--- config.mk ---
export PLATFORM = sky130hd
export DESIGN_NAME = writeback_opnds_flat
export DESIGN_NICKNAME = d
export VERILOG_FILES = /design/src/rtl/writeback_opnds_pkg.sv /design/src/rtl/writeback_opnds_if.sv /design/src/rtl/writeback_opnds_hint_match.sv /design/src/rtl/writeback_opnds.sv /design/src/flat_wrapper.sv
export SDC_FILE = /design/constraint.sdc
export NUM_CORES = 1
export LEC_CHECK = 0
export ABC_CLOCK_PERIOD_IN_PS = 3750
export CORE_AREA = 2 2 121 123
export DETAILED_ROUTE_END_ITERATION = 10
export DIE_AREA = 0 0 123 125
export GPL_TIMING_DRIVEN = 1
export PLACE_DENSITY = 0.68
export SYNTH_ARGS = -nofsm -noshare
export SYNTH_HDL_FRONTEND = slang
export SYNTH_SLANG_ARGS = --single-unit
--- constraint.sdc ---
create_clock -name clk -period 3.75 [get_ports clk]
set_clock_uncertainty 0.1 [all_clocks]
set_input_delay 0.375 -clock clk [delete_from_list [all_inputs] [get_ports clk]]
set_output_delay 0.375 -clock clk [all_outputs]
set_load 0.02 [all_outputs]
--- src/rtl/writeback_opnds_pkg.sv ---
// Shared constants for the operand writeback block: destination kinds,
// FSM state encoding and register-file byte-enable masks.
package writeback_opnds_pkg;

  localparam logic [1:0] OPND_DEST_NONE     = 2'b00;
  localparam logic [1:0] OPND_DEST_REG_1HOT = 2'b01;
  localparam logic [1:0] OPND_DEST_MEM_1HOT = 2'b10;

  localparam logic [3:0] BYTE_MASK_32 = 4'b1111;
  localparam logic [3:0] BYTE_MASK_16 = 4'b0011;
  localparam logic [3:0] BYTE_MASK_B0 = 4'b0001;
  localparam logic [3:0] BYTE_MASK_B1 = 4'b0010;

  typedef enum logic [2:0] {
    IDLE  = 3'd0,
    WB0   = 3'd1,
    WB1   = 3'd2,
    DONE  = 3'd3,
    FAULT = 3'd4
  } wb_state_t;

  // A single-byte access wins over the 16-bit operand prefix.
  function automatic logic [3:0] wb_byte_mask(input logic one_byte, input logic op16,
                                              input logic hi_byte);
    if (one_byte) return hi_byte ? BYTE_MASK_B1 : BYTE_MASK_B0;
    if (op16) return BYTE_MASK_16;
    return BYTE_MASK_32;
  endfunction

  function automatic logic [31:0] wb_bit_mask(input logic [3:0] m);
    return {{8{m[3]}}, {8{m[2]}}, {8{m[1]}}, {8{m[0]}}};
  endfunction

endpackage

--- src/rtl/writeback_opnds_if.sv ---
// Request, write-hint and register-file write signals of writeback_opnds.
interface writeback_opnds_if #(parameter int ADDR_W = 32);
  logic              in_valid;
  logic              in_ready;
  logic [1:0]        dest0_kind;
  logic [1:0]        dest1_kind;
  logic [ADDR_W-1:0] dest0_sel;
  logic [ADDR_W-1:0] dest1_sel;
  logic [ADDR_W-1:0] res0;
  logic [ADDR_W-1:0] res1;
  logic              reg_1byte;
  logic              prefix_operand_16bit;
  logic              hint1_is_write;
  logic              hint2_is_write;
  logic [ADDR_W-1:0] hint1_address;
  logic [ADDR_W-1:0] hint2_address;
  logic [ADDR_W-1:0] hint1_data;
  logic [ADDR_W-1:0] hint2_data;
  logic              reg_we;
  logic [2:0]        reg_wsel;
  logic [ADDR_W-1:0] reg_wdata;
  logic [3:0]        reg_wmask;
  logic              done;
  logic              fault;

  modport master (
    output in_valid, dest0_kind, dest1_kind, dest0_sel, dest1_sel, res0, res1,
           reg_1byte, prefix_operand_16bit, hint1_is_write, hint2_is_write,
           hint1_address, hint2_address, hint1_data, hint2_data,
    input  in_ready, reg_we, reg_wsel, reg_wdata, reg_wmask, done, fault
  );

  modport slave (
    input  in_valid, dest0_kind, dest1_kind, dest0_sel, dest1_sel, res0, res1,
           reg_1byte, prefix_operand_16bit, hint1_is_write, hint2_is_write,
           hint1_address, hint2_address, hint1_data, hint2_data,
    output in_ready, reg_we, reg_wsel, reg_wdata, reg_wmask, done, fault
  );
endinterface

--- src/rtl/writeback_opnds_hint_match.sv ---
// Matches one memory destination against the two write hints; the first hint has
// priority and a hint already consumed by an earlier destination is skipped.
module wb_hint_match
  import writeback_opnds_pkg::*;
#(
  parameter int ADDR_W = 32
) (
  input  logic [ADDR_W-1:0] addr,
  input  logic [ADDR_W-1:0] result,
  input  logic [3:0]        mask,
  input  logic              hint1_write,
  input  logic [ADDR_W-1:0] hint1_addr,
  input  logic [ADDR_W-1:0] hint1_data,
  input  logic              hint2_write,
  input  logic [ADDR_W-1:0] hint2_addr,
  input  logic [ADDR_W-1:0] hint2_data,
  input  logic              used1,
  input  logic              used2,
  output logic              hit1,
  output logic              hit2,
  output logic              matched
);

  logic [ADDR_W-1:0] bits;

  assign bits    = wb_bit_mask(mask);
  assign hit1    = hint1_write && !used1 && (hint1_addr == addr) &&
                   (((hint1_data ^ result) & bits) == '0);
  assign hit2    = !hit1 && hint2_write && !used2 && (hint2_addr == addr) &&
                   (((hint2_data ^ result) & bits) == '0);
  assign matched = hit1 || hit2;

endmodule

--- src/rtl/writeback_opnds.sv ---
// Two-destination operand writeback FSM. Define WRITEBACK_HINT_CHECK_EN to check
// memory destinations against the write hints; otherwise every MEM write is accepted.
module writeback_opnds
  import writeback_opnds_pkg::*;
#(
  parameter int ADDR_W = 32
) (
  input logic               clk,
  input logic               rst_n,
  writeback_opnds_if.slave  bus
);

  wb_state_t state, state_n;
  logic      used1, used2, take1, take2, accept;

  logic [1:0]        dest0_kind_p0, dest1_kind_p0;
  logic [ADDR_W-1:0] dest0_sel_p0, dest1_sel_p0, res0_p0, res1_p0;
  logic              one_byte_p0, op16_p0;
  logic              h1_we_p0, h2_we_p0;
  logic [ADDR_W-1:0] h1_addr_p0, h2_addr_p0, h1_data_p0, h2_data_p0;

  logic [1:0]        cur_kind;
  logic [ADDR_W-1:0] cur_sel, cur_res;
  logic [3:0]        reg_mask, mem_mask;
  logic              mem_ok, hit1, hit2;

  logic              in_ready_c, done_c, reg_we_c;
  logic [2:0]        reg_wsel_c;
  logic [ADDR_W-1:0] reg_wdata_c;
  logic [3:0]        reg_wmask_c;

  assign accept = (state == IDLE) && bus.in_valid;

  always_ff @(posedge clk or negedge rst_n) begin
    if (!rst_n) begin
      state <= IDLE;
      used1 <= 1'b0;
      used2 <= 1'b0;
    end else begin
      state <= state_n;
      if (accept) begin
        used1 <= 1'b0;
        used2 <= 1'b0;
      end else begin
        if (take1) used1 <= 1'b1;
        if (take2) used2 <= 1'b1;
      end
    end
  end

  // p0: request and hints captured on accept, held for the whole operation
  always_ff @(posedge clk) begin
    if (accept) begin
      dest0_kind_p0 <= bus.dest0_kind;
      dest1_kind_p0 <= bus.dest1_kind;
      dest0_sel_p0  <= bus.dest0_sel;
      dest1_sel_p0  <= bus.dest1_sel;
      res0_p0       <= bus.res0;
      res1_p0       <= bus.res1;
      one_byte_p0   <= bus.reg_1byte;
      op16_p0       <= bus.prefix_operand_16bit;
      h1_we_p0      <= bus.hint1_is_write;
      h2_we_p0      <= bus.hint2_is_write;
      h1_addr_p0    <= bus.hint1_address;
      h2_addr_p0    <= bus.hint2_address;
      h1_data_p0    <= bus.hint1_data;
      h2_data_p0    <= bus.hint2_data;
    end
  end

  always_comb begin
    cur_kind = (state == WB1) ? dest1_kind_p0 : dest0_kind_p0;
    cur_sel  = (state == WB1) ? dest1_sel_p0  : dest0_sel_p0;
    cur_res  = (state == WB1) ? res1_p0       : res0_p0;
    reg_mask = wb_byte_mask(one_byte_p0, op16_p0, cur_sel[2]);
    mem_mask = wb_byte_mask(one_byte_p0, op16_p0, 1'b0);
  end

`ifdef WRITEBACK_HINT_CHECK_EN
  logic hit1_d0, hit2_d0, ok_d0, hit1_d1, hit2_d1, ok_d1;

  wb_hint_match #(.ADDR_W(ADDR_W)) u_match_wb0 (
    .addr(dest0_sel_p0), .result(res0_p0), .mask(mem_mask),
    .hint1_write(h1_we_p0), .hint1_addr(h1_addr_p0), .hint1_data(h1_data_p0),
    .hint2_write(h2_we_p0), .hint2_addr(h2_addr_p0), .hint2_data(h2_data_p0),
    .used1(used1), .used2(used2), .hit1(hit1_d0), .hit2(hit2_d0), .matched(ok_d0)
  );

  wb_hint_match #(.ADDR_W(ADDR_W)) u_match_wb1 (
    .addr(dest1_sel_p0), .result(res1_p0), .mask(mem_mask),
    .hint1_write(h1_we_p0), .hint1_addr(h1_addr_p0), .hint1_data(h1_data_p0),
    .hint2_write(h2_we_p0), .hint2_addr(h2_addr_p0), .hint2_data(h2_data_p0),
    .used1(used1), .used2(used2), .hit1(hit1_d1), .hit2(hit2_d1), .matched(ok_d1)
  );

  assign mem_ok = (state == WB1) ? ok_d1   : ok_d0;
  assign hit1   = (state == WB1) ? hit1_d1 : hit1_d0;
  assign hit2   = (state == WB1) ? hit2_d1 : hit2_d0;
`else
  logic unused_hint_path;

  assign mem_ok = 1'b1;
  assign hit1   = 1'b0;
  assign hit2   = 1'b0;
  assign unused_hint_path = ^{h1_we_p0, h2_we_p0, h1_addr_p0, h2_addr_p0, h1_data_p0,
                              h2_data_p0, used1, used2, mem_mask, cur_sel};
`endif

  always_comb begin
    state_n     = state;
    in_ready_c  = 1'b0;
    done_c      = 1'b0;
    reg_we_c    = 1'b0;
    reg_wsel_c  = '0;
    reg_wdata_c = '0;
    reg_wmask_c = '0;
    take1       = 1'b0;
    take2       = 1'b0;
    unique case (state)
      IDLE: begin
        in_ready_c = 1'b1;
        if (bus.in_valid) state_n = WB0;
      end
      WB0, WB1: begin
        state_n = (state == WB0) ? WB1 : DONE;
        case (cur_kind)
          OPND_DEST_NONE: ;
          OPND_DEST_REG_1HOT: begin
            reg_we_c    = 1'b1;
            reg_wmask_c = reg_mask;
            reg_wsel_c  = one_byte_p0 ? {1'b0, cur_sel[1:0]} : cur_sel[2:0];
            // High-byte registers (sel 4-7) take the result in bits [15:8]
            if (reg_mask == BYTE_MASK_B1)
              reg_wdata_c = {{(ADDR_W-16){1'b0}}, cur_res[7:0], 8'h00};
            else
              reg_wdata_c = cur_res & wb_bit_mask(reg_mask);
          end
          OPND_DEST_MEM_1HOT: begin
            if (mem_ok) begin
              take1 = hit1;
              take2 = hit2;
            end else begin
              state_n = FAULT;
            end
          end
          default: state_n = FAULT;
        endcase
      end
      DONE: begin
        done_c  = 1'b1;
        state_n = IDLE;
      end
      FAULT: ;
      default: state_n = IDLE;
    endcase
  end

  assign bus.in_ready  = in_ready_c;
  assign bus.done      = done_c;
  assign bus.fault     = (state == FAULT);
  assign bus.reg_we    = reg_we_c;
  assign bus.reg_wsel  = reg_wsel_c;
  assign bus.reg_wdata = reg_wdata_c;
  assign bus.reg_wmask = reg_wmask_c;

endmodule
--- src/flat_wrapper.sv ---
// flat-port wrapper written by rule: the top's interface ports become plain ports
module writeback_opnds_flat import writeback_opnds_pkg::*;
#(
  parameter int ADDR_W = 32
)
  (clk, rst_n, bus_in_valid, bus_dest0_kind, bus_dest1_kind, bus_dest0_sel, bus_dest1_sel, bus_res0, bus_res1, bus_reg_1byte, bus_prefix_operand_16bit, bus_hint1_is_write, bus_hint2_is_write, bus_hint1_address, bus_hint2_address, bus_hint1_data, bus_hint2_data, bus_in_ready, bus_reg_we, bus_reg_wsel, bus_reg_wdata, bus_reg_wmask, bus_done, bus_fault);
  writeback_opnds_if #(.ADDR_W(ADDR_W)) bus_i ();
  input logic clk;
  input logic rst_n;
  input wire logic [$bits(bus_i.in_valid)-1:0] bus_in_valid;
  input wire logic [$bits(bus_i.dest0_kind)-1:0] bus_dest0_kind;
  input wire logic [$bits(bus_i.dest1_kind)-1:0] bus_dest1_kind;
  input wire logic [$bits(bus_i.dest0_sel)-1:0] bus_dest0_sel;
  input wire logic [$bits(bus_i.dest1_sel)-1:0] bus_dest1_sel;
  input wire logic [$bits(bus_i.res0)-1:0] bus_res0;
  input wire logic [$bits(bus_i.res1)-1:0] bus_res1;
  input wire logic [$bits(bus_i.reg_1byte)-1:0] bus_reg_1byte;
  input wire logic [$bits(bus_i.prefix_operand_16bit)-1:0] bus_prefix_operand_16bit;
  input wire logic [$bits(bus_i.hint1_is_write)-1:0] bus_hint1_is_write;
  input wire logic [$bits(bus_i.hint2_is_write)-1:0] bus_hint2_is_write;
  input wire logic [$bits(bus_i.hint1_address)-1:0] bus_hint1_address;
  input wire logic [$bits(bus_i.hint2_address)-1:0] bus_hint2_address;
  input wire logic [$bits(bus_i.hint1_data)-1:0] bus_hint1_data;
  input wire logic [$bits(bus_i.hint2_data)-1:0] bus_hint2_data;
  output wire logic [$bits(bus_i.in_ready)-1:0] bus_in_ready;
  output wire logic [$bits(bus_i.reg_we)-1:0] bus_reg_we;
  output wire logic [$bits(bus_i.reg_wsel)-1:0] bus_reg_wsel;
  output wire logic [$bits(bus_i.reg_wdata)-1:0] bus_reg_wdata;
  output wire logic [$bits(bus_i.reg_wmask)-1:0] bus_reg_wmask;
  output wire logic [$bits(bus_i.done)-1:0] bus_done;
  output wire logic [$bits(bus_i.fault)-1:0] bus_fault;
  assign bus_i.in_valid = bus_in_valid;
  assign bus_i.dest0_kind = bus_dest0_kind;
  assign bus_i.dest1_kind = bus_dest1_kind;
  assign bus_i.dest0_sel = bus_dest0_sel;
  assign bus_i.dest1_sel = bus_dest1_sel;
  assign bus_i.res0 = bus_res0;
  assign bus_i.res1 = bus_res1;
  assign bus_i.reg_1byte = bus_reg_1byte;
  assign bus_i.prefix_operand_16bit = bus_prefix_operand_16bit;
  assign bus_i.hint1_is_write = bus_hint1_is_write;
  assign bus_i.hint2_is_write = bus_hint2_is_write;
  assign bus_i.hint1_address = bus_hint1_address;
  assign bus_i.hint2_address = bus_hint2_address;
  assign bus_i.hint1_data = bus_hint1_data;
  assign bus_i.hint2_data = bus_hint2_data;
  assign bus_in_ready = bus_i.in_ready;
  assign bus_reg_we = bus_i.reg_we;
  assign bus_reg_wsel = bus_i.reg_wsel;
  assign bus_reg_wdata = bus_i.reg_wdata;
  assign bus_reg_wmask = bus_i.reg_wmask;
  assign bus_done = bus_i.done;
  assign bus_fault = bus_i.fault;
  writeback_opnds #(.ADDR_W(ADDR_W)) u_core (.clk(clk), .rst_n(rst_n), .bus(bus_i));
endmodule
==> impl_results.rst <==
Synthesis and place-and-route
=============================

.. list-table::
   :header-rows: 1

   * - Metric
     - Value
   * - Outcome
     - finished clean
   * - Well tap count
     - 184
   * - Resized Gates After CTS
     - 1
   * - Post-synthesis instance area
     - 3360 um^2
   * - Fraction of power consumed by sequential logic
     - 0.436
   * - HPWL after detailed placement
     - 6040 um
   * - Cell kind with the greatest summed area
     - flip-flops and latches
   * - Violation count after the first detailed-route iteration
     - 164
   * - Total number of clock tree sinks
     - 79
   * - Power Dens Cells
     - 603 nW/um^2
   * - Share of the synthesized area in the top cell type
     - 0.680
   * - Placed cell count
     - 546
   * - R2r worst-path depth
     - 2
   * - Global router's overall resource usage
     - 0.117
   * - Critical Path End Type
     - output pin
   * - Fill count
     - 1426
   * - Length of the first detailed-routing pass in iterations
     - 4
   * - Met2 WL post-DR
     - 3800 um
   * - Total inserted antenna cells
     - 0
   * - Yosys cell count
     - 256
   * - Clock Network Area Fraction
     - 0.0551
   * - Syn_area_per_cell
     - 13.1 um^2
   * - Most frequent cells after synthesis
     - sky130_fd_sc_hd__edfxtp_1, sky130_fd_sc_hd__nand2_1, sky130_fd_sc_hd__a21oi_2
   * - MI comb cells
     - 152
   * - Core outline area
     - 14200 um^2
   * - Top_reg_cell synth
     - sky130_fd_sc_hd__edfxtp_1
   * - Synth Register Bits
     - 79
   * - Number of OpenROAD warnings
     - 214
   * - Area growth syn-to-layout
     - 49.5%
   * - Summed negative setup slack over all endpoints
     - 0 ns
   * - CLK BUF
     - 9
   * - Share of the clock period used by the worst path after layout
     - 0.959
   * - P_int
     - 2.07 mW
   * - TritonCTS clock tree
     - yes
   * - Synthesized netlist cell count
     - 256
   * - GPL Wtd Cong
     - 0.728
   * - PnR Total Power
     - 3.03 mW
   * - Worst Tran Pin Value
     - 1.05 ns
   * - Number of global-route vias before repair
     - 2498
   * - Post-Place Cell Area
     - 4740 um^2
   * - Fmax
     - 278 MHz
   * - Die Outline Area
     - 15400 um^2
   * - Mux cell area share
     - 0.0104
   * - Share of synthesized cell area in and-or and or-and compound cells
     - 0.108
   * - Core utilization before placement
     - 0.236
   * - # H-tree levels
     - 3
   * - Cell-by-cell trace of the critical path
     - or3b_2 > mux2_4 > a2111o_2 > a21oi_2 > clkdlybuf4s50_1
   * - Chip height
     - 125 um
   * - Worst min path class
     - in -> async
   * - Gate family responsible for the most delay along the worst path
     - AND-OR/OR-AND gates
   * - Number of buffers inserted for hold repair after clock tree synthesis
     - 0
   * - Max rail drop VDD
     - 0.234 mV
   * - Via count of the routed design
     - 2422
   * - Wire length of the first global-routing pass
     - 13400 um
   * - Final WS setup
     - 0.154 ns
   * - Most area-consuming cells after synthesis
     - sky130_fd_sc_hd__edfxtp_1, sky130_fd_sc_hd__nand2_1, sky130_fd_sc_hd__a21oi_2, sky130_fd_sc_hd__a21oi_1, sky130_fd_sc_hd__dfrtp_1
   * - Standard cell with the maximum stage delay on the critical path
     - sky130_fd_sc_hd__clkdlybuf4s50_1
   * - Last element of the critical path
     - bus_reg_wdata[4]
   * - Setup repair bufs after CTS
     - 0
   * - Pre-CTS WS
     - 0.337 ns
   * - Seq area share
     - 0.469
   * - Routed wire length
     - 8860 um
   * - Synth top cell by count
     - sky130_fd_sc_hd__edfxtp_1
   * - Critical R2R Capture
     - u_core.res0_p0[1]
   * - Remaining antenna violation count
     - 0
   * - Sort of element at the start of the critical path
     - flop
   * - Bufs w/o clock
     - 126
   * - Number of cells on the critical path
     - 5
   * - Period minus WS final
     - 3.60 ns
   * - CP bufs+invs
     - 1
   * - Part of the power in the clock network
     - 0.273
   * - Wire length on met3
     - 907 um
   * - Top comb family, area
     - simple AND/OR/NAND/NOR gates
   * - Number of vias per cell
     - 4.33
   * - Clk. pwr
     - 0.827 mW
   * - Pins over their slew limit
     - 0
   * - Final Cell Area
     - 5020 um^2
   * - Number of setup violations in the final report
     - 0
   * - Yosys warns
     - 0
   * - Simple Share, Synth
     - 0.144
   * - Dominant cell type by area after synthesis
     - sky130_fd_sc_hd__edfxtp_1
   * - Worst-case hold slack
     - 0.127 ns
Figure 1. Track usage over the die.
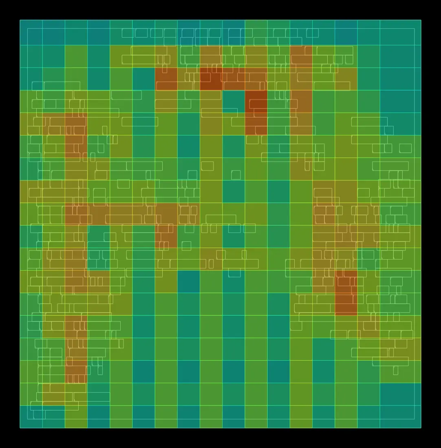
global-route met1 utilization: 0.151
GR Layer Usage met2: 0.176
final core utilization: 0.354

Figure 2. I/O nets highlighted.
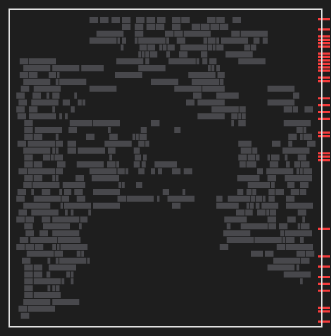
| color | port | bits | direction | end cells | buffers |
|---|---|---|---|---|---|
| red | `bus_hint2_data` | 32 | input | 0 | 0 |
number of buffer cells added on primary ports: 121
I/O pin cnt: 310

Power is estimated from default activity; no workload was simulated.
